Fig. 1: run 1, M3 wires
Scale: 2 px per um.
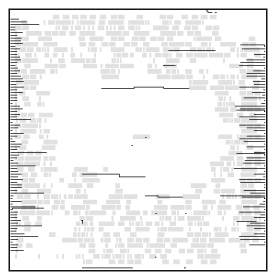
Fig. 2: run 1, routed metal, one color a layer
Scale: 2 px per um.
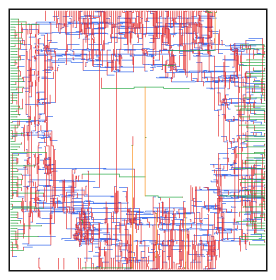
Fig. 3: run 1, track usage over the die
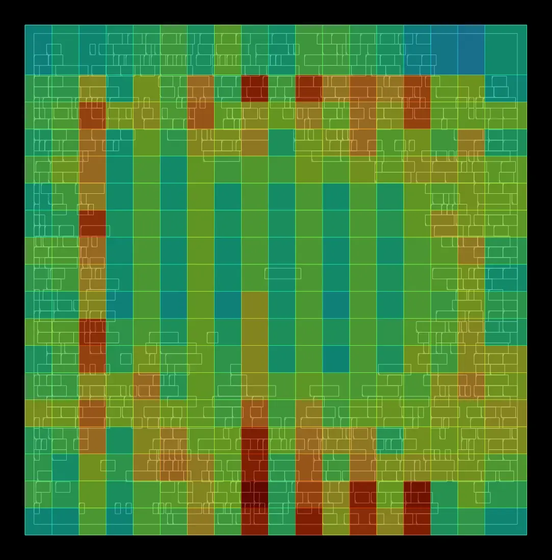
Fig. 4: run 1, clock network drawn from the DEF
Scale: 3 px per um.
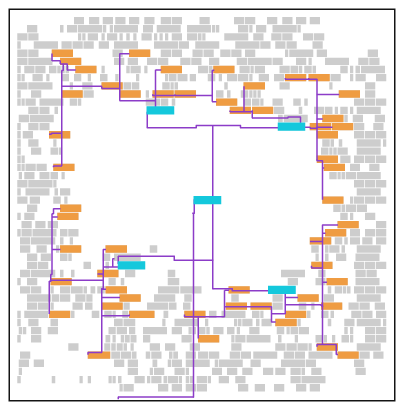
## src/rtl/axis_rr_packet_arbiter.sv

```systemverilog
// Round-robin, packet-atomic AXI4-Stream arbiter with a registered single-entry output stage.
// Optional per-source packet counters are enabled by defining AXIS_ARB_PKT_STATS_EN.
module axis_rr_packet_arbiter #(
  parameter int NumSources = 4,
  parameter int TDataWidth = 32,
  parameter int TidWidth   = 8,
  parameter int TdestWidth = 8,
  parameter int CntWidth   = 16
) (
  input  logic                                m_axis_aclk,
  input  logic                                m_axis_arstn,
  input  logic [NumSources*TDataWidth-1:0]    s_axis_tdata,
  input  logic [NumSources*TidWidth-1:0]      s_axis_tid,
  input  logic [NumSources*TdestWidth-1:0]    s_axis_tdest,
  input  logic [NumSources-1:0]               s_axis_tvalid,
  input  logic [NumSources-1:0]               s_axis_tlast,
  output logic [NumSources-1:0]               s_axis_tready,
  output logic [TDataWidth-1:0]               m_axis_tdata,
  output logic [TidWidth-1:0]                 m_axis_tid,
  output logic [TdestWidth-1:0]               m_axis_tdest,
  output logic                                m_axis_tvalid,
  output logic                                m_axis_tlast,
  input  logic                                m_axis_tready,
  output logic [$clog2(NumSources)-1:0]       grant_idx,
  output logic                                grant_active,
  output logic [NumSources*CntWidth-1:0]      stat_pkt_count
);

  localparam int IdxWidth = $clog2(NumSources);

  localparam logic [0:0] IDLE  = 1'b0;
  localparam logic [0:0] GRANT = 1'b1;

  logic [0:0]            state;
  logic [IdxWidth-1:0]   rr_ptr;
  logic [IdxWidth-1:0]   next_idx;
  logic [IdxWidth-1:0]   cand;
  logic                  req_found;
  logic                  out_free;
  logic                  accept;
  logic                  accept_last;

  logic [TDataWidth-1:0] s_data [NumSources];
  logic [TidWidth-1:0]   s_id   [NumSources];
  logic [TdestWidth-1:0] s_dest [NumSources];

  for (genvar g = 0; g < NumSources; g++) begin : g_unpack
    assign s_data[g] = s_axis_tdata[g*TDataWidth +: TDataWidth];
    assign s_id[g]   = s_axis_tid[g*TidWidth +: TidWidth];
    assign s_dest[g] = s_axis_tdest[g*TdestWidth +: TdestWidth];
  end

  // First requester strictly after the last served source, wrapping around.
  always_comb begin
    // NOTE: every combinational output gets a default first so no path leaves it unassigned (no latch).
    req_found = 1'b0;
    next_idx  = '0;
    cand      = '0;
    for (int k = 1; k <= NumSources; k++) begin
      cand = IdxWidth'((int'(rr_ptr) + k) % NumSources);
      if (!req_found && s_axis_tvalid[cand]) begin
        req_found = 1'b1;
        next_idx  = cand;
      end
    end
  end

  assign grant_active = (state == GRANT);
  assign out_free     = !m_axis_tvalid || m_axis_tready;
  assign accept       = grant_active && out_free && s_axis_tvalid[grant_idx];
  assign accept_last  = accept && s_axis_tlast[grant_idx];

  always_comb begin
    s_axis_tready            = '0;
    s_axis_tready[grant_idx] = grant_active && out_free;
  end

  always_ff @(posedge m_axis_aclk) begin
    // NOTE: registered state uses non-blocking assignments so all flops update together at the edge.
    if (!m_axis_arstn) begin
      state     <= IDLE;
      rr_ptr    <= IdxWidth'(NumSources - 1);
      grant_idx <= '0;
    end else begin
      case (state)
        IDLE: begin
          if (req_found) begin
            grant_idx <= next_idx;
            state     <= GRANT;
          end
        end
        GRANT: begin
          if (accept_last) begin
            rr_ptr <= grant_idx;
            state  <= IDLE;
          end
        end
        default: state <= IDLE;
      endcase
    end
  end

  // Output stage: loads on accept, drains on downstream ready, holds under backpressure.
  always_ff @(posedge m_axis_aclk) begin
    if (!m_axis_arstn) begin
      m_axis_tvalid <= 1'b0;
      m_axis_tdata  <= '0;
      m_axis_tid    <= '0;
      m_axis_tdest  <= '0;
      m_axis_tlast  <= 1'b0;
    end else if (accept) begin
      m_axis_tvalid <= 1'b1;
      m_axis_tdata  <= s_data[grant_idx];
      m_axis_tid    <= s_id[grant_idx];
      m_axis_tdest  <= s_dest[grant_idx];
      m_axis_tlast  <= s_axis_tlast[grant_idx];
    end else if (m_axis_tready) begin
      m_axis_tvalid <= 1'b0;
    end
  end

`ifdef AXIS_ARB_PKT_STATS_EN
  logic [CntWidth-1:0] pkt_cnt [NumSources];

  always_ff @(posedge m_axis_aclk) begin
    if (!m_axis_arstn) begin
      // NOTE: the counter array is architectural state, so every entry is cleared on reset.
      for (int i = 0; i < NumSources; i++) pkt_cnt[i] <= '0;
    end else if (accept_last && (pkt_cnt[grant_idx] != '1)) begin
      pkt_cnt[grant_idx] <= pkt_cnt[grant_idx] + CntWidth'(1);
    end
  end

  for (genvar g = 0; g < NumSources; g++) begin : g_stat
    assign stat_pkt_count[g*CntWidth +: CntWidth] = pkt_cnt[g];
  end
`else
  assign stat_pkt_count = '0;
`endif

endmodule
```

## config.mk

```make
export PLATFORM = sky130hd
export DESIGN_NAME = axis_rr_packet_arbiter
export DESIGN_NICKNAME = d
export VERILOG_FILES = /design/src/rtl/axis_rr_packet_arbiter.sv
export SDC_FILE = /design/constraint.sdc
export NUM_CORES = 1
export LEC_CHECK = 0
export CAP_MARGIN = 20
export CORE_AREA = 2 2 126 128
export CTS_CLUSTER_DIAMETER = 100
export DETAILED_ROUTE_END_ITERATION = 10
export DIE_AREA = 0 0 128 130
export PLACE_DENSITY = 0.66
export RECOVER_POWER = 50
export SYNTH_ARGS = -nofsm -noshare
export SYNTH_HDL_FRONTEND = slang
export SYNTH_SLANG_ARGS = --single-unit
```

## constraint.sdc

```tcl
create_clock -name m_axis_aclk -period 2.23 [get_ports m_axis_aclk]
set_input_delay 0.223 -clock m_axis_aclk [delete_from_list [all_inputs] [get_ports m_axis_aclk]]
set_output_delay 0.223 -clock m_axis_aclk [all_outputs]
set_load 0.01 [all_outputs]
```

==> impl_metrics.toml, run 1 <==
# yosys + openroad results
[place]
port_buffers = 259
gp_congestion = 0.7315
dp_hpwl_um = 10090
detailedPlace.worstSlack_ps = 175.6
dpl_cell_area_um2 = 6439

[finish]
mostFrequentLayoutCell = "sky130_fd_sc_hd__clkdlybuf4s50_1"
nonClockInverterCount = 3
seq_cell_count = 55
area.share.sequential_pct = 16.78
most_instantiated_logic_cells_after_routing = "sky130_fd_sc_hd__clkdlybuf4s50_1, sky130_fd_sc_hd__nand2_1, sky130_fd_sc_hd__conb_1, sky130_fd_sc_hd__dfxtp_1, sky130_fd_sc_hd__dlygate4sd3_1"
clock_tree_buffer_count_of_the_final_layout = 7
area.sequential_um2 = 1106
num_antenna_cells = 0
synthToLayoutAreaGrowth_pct = 69.58
final-clk-cell-share_pct = 2.563
comb-cell-share_pct = 35.56
bufAreaShareNonClock_pct = 41.28
finish.net_count = 837
logic_area_um2 = 2344
num-multi-input-gates = 299
non_clock_buffer_count = 270
largest_cell_class = "non-clock buffers"
drive_above_1_share_pct = 11.81
finished_cell_area_um2 = 6590
fillers = 1517

[sta]
grt_setup_unrepaired = "false"
clock_skew_ps = 6.266
final.period_utilization_pct = 90.01
finalWorstSetupSlack_ps = 222.7
final-hold-violation-count = 0
setup_viol = 0
maxSlewViolCount = 0
min_tclk_post_route_ps = 2007
peak_clock_frequency_supported_by_timing_ghz = 0.4982
tns_ps = 0

[synthesis]
synth_area_per_cell_um2 = 10.04
synth.cell_area_um2 = 3886
synth.yosys.seq_area_share_pct = 28.33
postSynth.asyncResetShare_pct = 0
number_of_cells_in_yosys_stat = 387
post_synth_inst_count = 387
synth.yosys.warnings = 0
ys_sh_aoi_pct = 12.04
area_reported_by_yosys_stat_um2 = 3886
synth.cellmix.xorXnorShare_pct = 0
enable_flop_cells = 0
ys_top_logic_family = "multiplexers"
synth-main-ff-cell = "sky130_fd_sc_hd__dfxtp_1"
post_synth_fa_ha_maj_area_fraction_pct = 0
ys_ff = 55
synth.lib_cells_used.distinct = 30
synth_mux_share_pct = 29.97
synthSimpleGateAreaFrac_pct = 12.23

[min_path]
min_path_type = "input port to register"
min_path_cells = 2
hold_path.startpoint = "m_axis_arstn"
whs_endpoint = "m_axis_tdata[1]"

[run]
cap_viol_max_count = 0
log.warning_count = 26

[worst_setup_path]
cp_data_arrival_time_ps = 2220
worstPathBufferInverterCount = 2
path_delay_family = "buffers and inverters"
crit_path_cell_trace = "dlygate4sd3_1 -> mux4_2 -> nand3_1 -> clkbuf_4 -> nand2_1 -> a21boi_0"
crit_path_top_delay_cell = "sky130_fd_sc_hd__dlygate4sd3_1"
reg2reg_slack_ps = 240
crit_path_max_fanout = 31
cp_num_cells = 6
worstReg2RegStart = "grant_idx[1]"
worst_r2r_endpoint = "m_axis_tdest[2]"
worstPathRequired_ps = 2440
critPathLaunchType = "input port"
worst-setup-path-type = "input port to register"
critical_path.startpoint = "s_axis_tvalid[1]"
critPathCaptureType = "register"
critPathCapture = "m_axis_tdest[2]"
critPathMaxStageDelay_ps = 630
ff2ff_path_depth = 5

[route]
avgViaCountPerCell = 4.435
drt_pass1_iterations = 4
routed_wl_um = 12160
dr_wl_met3_um = 1089
met1Wirelength_um = 4175
post_drt_wl_per_cell_um = 14.71
first_iter_violations = 88
dr_wl_met2_um = 6713
drtAntennaViolNets = 0
detailroute.via_count = 3668
top_signal_layer_used = "met4"
drc = 0

[clocking]
clock_tree_from_tritoncts = "yes"
root_buffer = "sky130_fd_sc_hd__clkbuf_16"
htreeDepth = 2
clkSinkCount = 55
clk_path_buf_depth = 2
cts_hold_buffers = 0
postCtsResizedCells = 0
clock_latency_ps = 290
post_cts_buffers = 0
worst_setup_hold_path_clk_slew_ps = 70
cts_made_buffers = 5

[outcome]
outcome = "completed"

[floorplanning]
dieWidth_um = 128
chipHeight_um = 130
design.die.area_um2 = 16640
row_count = 46
placeableCoreArea_um2 = 15420
fp_util_pct = 25.19
num_tap_cells = 192
ios = 324

[global_route]
initial_antenna_violation_count = 0
global_route_met1_utilization_pct = 13.45
wire_length_of_the_first_global_routing_pass_um = 17340
grt_max_degree = 32
via_count_of_the_first_global_routing_pass = 3493
grt_overflow_total = 0
top_usage_layer = "met2"

[pwr]
report.power.total_w = 0.003251
pwr_density_cell_nw_per_um2 = 493.3
power.static_leakage_nw = 2.549
worst_ir_drop_on_vdd_uv = 284.6
About Fig. 1:
longest straight run	25.1 um
wire length on this layer	1090 um
main direction	horizontal
nets with wire on the layer	169
share of all routed wire	9.0%

About Fig. 2:
layer	color	wire length
metal 4	orange	184 um
metal 2	red	6710 um
metal 1	blue	4180 um
metal 3	green	1090 um

About Fig. 3:
met2 Track Usage GR: 26.17%
total track usage: 13.34%
Global Route met3 Usage: 3.977%

About Fig. 4:
[clock drivers] cyan | count: 5
[flip-flops] orange | count: 55
[clock wires] purple | length: 805 um
routed clock nets	6

-- run 1: report_power, final --
part,leakage (nW),switching [W],internal (W)
Sequential,0.450,0.0000585,0.00107
Combinational,2.01,0.000483,0.000763
Clock,0.0850,0.000358,0.000514
-- run 1: flip-flops by register name (all words and copies together) (netlist names) --
register and flops:
m_axis_tid 8, m_axis_tdest 8, m_axis_tvalid 1, m_axis_tdata 32
grant_idx 2, rr_ptr 2, grant_active 1, m_axis_tlast 1
-- run 1: cells in the mapped netlist (2+ instances only) --
cell                       number  area [um2]
sky130_fd_sc_hd__dfxtp_1       55        1101
sky130_fd_sc_hd__buf_4         67       503.0
sky130_fd_sc_hd__a21o_1         4       30.03
sky130_fd_sc_hd__mux2i_1        5       50.05
sky130_fd_sc_hd__a21boi_0      47       352.8
sky130_fd_sc_hd__buf_2          7       35.03
sky130_fd_sc_hd__mux4_2        49        1104
sky130_fd_sc_hd__nand2_1      100       375.4
sky130_fd_sc_hd__clkbuf_1      11       41.29
sky130_fd_sc_hd__inv_1          3       11.26
sky130_fd_sc_hd__nand3_1        2       10.01
sky130_fd_sc_hd__nand2b_1       4       25.02
sky130_fd_sc_hd__o21ai_0        3       15.01
sky130_fd_sc_hd__buf_6          7       78.83
sky130_fd_sc_hd__nor3_1         2       10.01
sky130_fd_sc_hd__nor2_1         4       15.01
sky130_fd_sc_hd__a21boi_1       3       22.52
sky130_fd_sc_hd__o221ai_1       2       17.52
-- run 1: stage by stage --
step,utilization [%],cells,hold WS (ps)
2_1_floorplan,-,450,440.1
3_3_place_gp,41.74,819,442.6
6_report,42.72,827,426.3
5_1_grt,42.72,827,468.7
3_5_place_dp,41.74,819,451.5
4_1_cts,42.84,827,435.8
==> inputs of run 2 (changes only) <==
--- a/config.mk
+++ b/config.mk
@@ -5,9 +5,11 @@
 export SDC_FILE = /design/constraint.sdc
 export NUM_CORES = 1
 export LEC_CHECK = 0
+export ABC_CLOCK_PERIOD_IN_PS = 2230
 export CAP_MARGIN = 20
 export CORE_AREA = 2 2 126 128
 export CTS_CLUSTER_DIAMETER = 100
+export CTS_CLUSTER_SIZE = 24
 export DETAILED_ROUTE_END_ITERATION = 10
 export DIE_AREA = 0 0 128 130
 export PLACE_DENSITY = 0.66
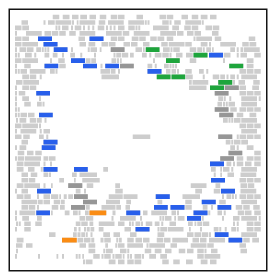
Fig. 5. Where the registers sit (run 2).
Scale: 2 px per um.
signal	color	flops
m_axis_tdest	green	8
grant_idx	orange	2
m_axis_tdata	blue	32
not colored	13

==> impl_metrics.toml, run 2 <==
# yosys + openroad results
[outcome]
outcome = "completed"

[sta]
min_tclk_post_route_ps = 2007
final-hold-violation-count = 0
peak_clock_frequency_supported_by_timing_ghz = 0.4982
final.period_utilization_pct = 90.01
finalHoldWorstSlack_ps = 426.3
setup_viol = 0
maxSlewViolCount = 0
clock_skew_ps = 6.266
tns_ps = 0
grt_setup_unrepaired = "false"

[synthesis]
post_synth_inst_count = 387
synth.cellmix.xorXnorShare_pct = 0
number_of_cells_in_yosys_stat = 387
postSynth.asyncResetShare_pct = 0
synth_mux_share_pct = 29.97
synth_area_per_cell_um2 = 10.04
top_area_cells_in_the_synthesized_netlist = "sky130_fd_sc_hd__mux4_2, sky130_fd_sc_hd__dfxtp_1, sky130_fd_sc_hd__buf_4"
synthSimpleGateAreaFrac_pct = 12.23
top_area_share_pct = 28.40
yosys-top-cells-count = "sky130_fd_sc_hd__nand2_1, sky130_fd_sc_hd__buf_4, sky130_fd_sc_hd__dfxtp_1"
synth_top_cell_by_area = "sky130_fd_sc_hd__mux4_2"
synth.cell_area_um2 = 3886
synth.yosys.warnings = 0
enable_flop_cells = 0
ys_ff = 55
most_common_cell = "sky130_fd_sc_hd__nand2_1"
synth-main-ff-cell = "sky130_fd_sc_hd__dfxtp_1"
area_reported_by_yosys_stat_um2 = 3886
ys_top_logic_family = "multiplexers"
ys_sh_aoi_pct = 12.04

[clocking]
worst_setup_hold_path_clk_slew_ps = 70
clk_path_buf_depth = 2
postCtsResizedCells = 0
cts_hold_buffers = 0
clock_latency_ps = 290
clkSinkCount = 55
cts_made_buffers = 5
root_buffer = "sky130_fd_sc_hd__clkbuf_16"
post_cts_buffers = 0

[route]
detailroute.via_count = 3668
drc = 0
drt_pass1_iterations = 4
first_iter_violations = 88
routed_wl_um = 12160
avgViaCountPerCell = 4.435

[floorplanning]
design.die.area_um2 = 16640
row_count = 46
dieWidth_um = 128
fp_util_pct = 25.19
ios = 324
chipHeight_um = 130
placeableCoreArea_um2 = 15420

[worst_setup_path]
worstPathRequired_ps = 2440
crit_path_cell_trace = "dlygate4sd3_1 -> mux4_2 -> nand3_1 -> clkbuf_4 -> nand2_1 -> a21boi_0"
crit_path_max_fanout = 31
ff2ff_path_depth = 5
crit_path_top_delay_cell = "sky130_fd_sc_hd__dlygate4sd3_1"
cp_data_arrival_time_ps = 2220
critPathMaxStageDelay_ps = 630
critPathLaunchType = "input port"
worstPathBufferInverterCount = 2
worst-setup-path-type = "input port to register"
critPathCaptureType = "register"

[place]
dp_hpwl_um = 10090
dpl_cell_area_um2 = 6439
numPlacedInstances = 819
port_buffers = 259

[global_route]
grt_util_all_layers_pct = 13.34
initial_antenna_violation_count = 0
via_count_of_the_first_global_routing_pass = 3493
grt.met3_usage_pct = 3.977
grt_overflow_total = 0

[finish]
num_antenna_cells = 0
finish.net_count = 837
drive_above_1_share_pct = 11.81
mostFrequentLayoutCell = "sky130_fd_sc_hd__clkdlybuf4s50_1"
synthToLayoutAreaGrowth_pct = 69.58
finish.cell_count_without_fillers = 827
finished_cell_area_um2 = 6590
fillers = 1517
largest_registers = "m_axis_tdata: 32 flops, m_axis_tdest: 8 flops, m_axis_tid: 8 flops"
flip_flop_count_of_the_largest_register_after_layout = 32
registers.top_by_ff_count = "m_axis_tdata"
most_instantiated_logic_cells_after_routing = "sky130_fd_sc_hd__clkdlybuf4s50_1, sky130_fd_sc_hd__nand2_1, sky130_fd_sc_hd__conb_1, sky130_fd_sc_hd__dfxtp_1, sky130_fd_sc_hd__dlygate4sd3_1"

[min_path]
min_path_type = "input port to register"
min_path_cells = 2

[pwr]
pwr_density_cell_nw_per_um2 = 493.3
worst_ir_drop_on_vdd_uv = 284.6
power.static_leakage_nw = 2.549

[run]
cap_viol_max_count = 0
log.warning_count = 26
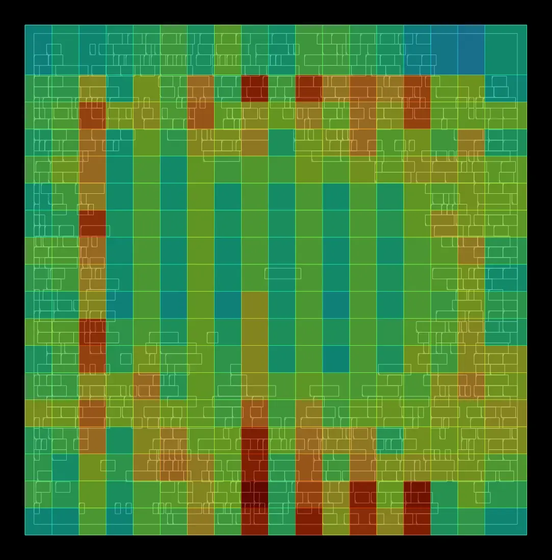
Fig. 6. Track usage over the die (run 2).
utilization of the core after routing: 42.72%
most crowded layer after global routing: met2
Avg WL per Cell: 14.71 um
global-route met1 utilization: 13.45%

-- run 2: cell counts after synthesis --
Identical to the previous run, type by type.
-- run 2: power by group --
part,switching [W],internal (W),total (W),leakage (nW)
sequential,0.0000585,0.00107,0.00113,0.450
clock,0.000358,0.000514,0.000872,0.0850
combinational,0.000483,0.000763,0.00125,2.01
total,0.000900,0.00235,0.00325,2.55
-- run 2: stage by stage --
step	utilization (%)	power, W	setup WS, ps
6_report	42.72	0.003251	222.7
3_5_place_dp	41.74	0.002460	175.6
4_1_cts	42.84	0.003361	151.1
5_1_grt	42.72	0.003447	100.5
3_3_place_gp	41.74	0.002434	160.2
2_1_floorplan	-	0.001875	520.5
-- run 2: final timing paths --
path	from	end	slack, ps
max	s_axis_tvalid[1]	m_axis_tdest[2]	220
min	m_axis_arstn	m_axis_tdata[1]	430
min reg2reg	m_axis_tid[0]	m_axis_tid[0]	460
max reg2reg	grant_idx[1]	m_axis_tdest[2]	240
-- run 2: kinds of logic after synthesis --
kind of cell,Yosys count
multiplexers,55
AND-OR/OR-AND,63
flip-flops,55
other,1
buffers and inverters,96
AND/OR/NAND/NOR,117
-- run 2: cell type report --
type / count / area [um2] / area share (%)
Timing Repair Buffer: 270 / 2720 / 41.28
Multi-Input combinational cell: 299 / 2344 / 35.56
Sequential cell: 55 / 1106 / 16.78
Tap cell: 192 / 240.2 / 3.645
Clock buffer: 7 / 163.9 / 2.487
Inverter: 3 / 11.26 / 0.1709
Clock inverter: 1 / 5.005 / 0.07594
-- run 2: metal layers --
| layer | wire, um | vias up |
|---|---|---|
| met2 | 6713 | 181 |
| met5 | 0 | - |
| met4 | 183 | 0 |
| met3 | 1089 | 12 |
| li1 | - | 1733 |
| met1 | 4175 | 1742 |
Power is estimated from default activity; no workload was simulated.
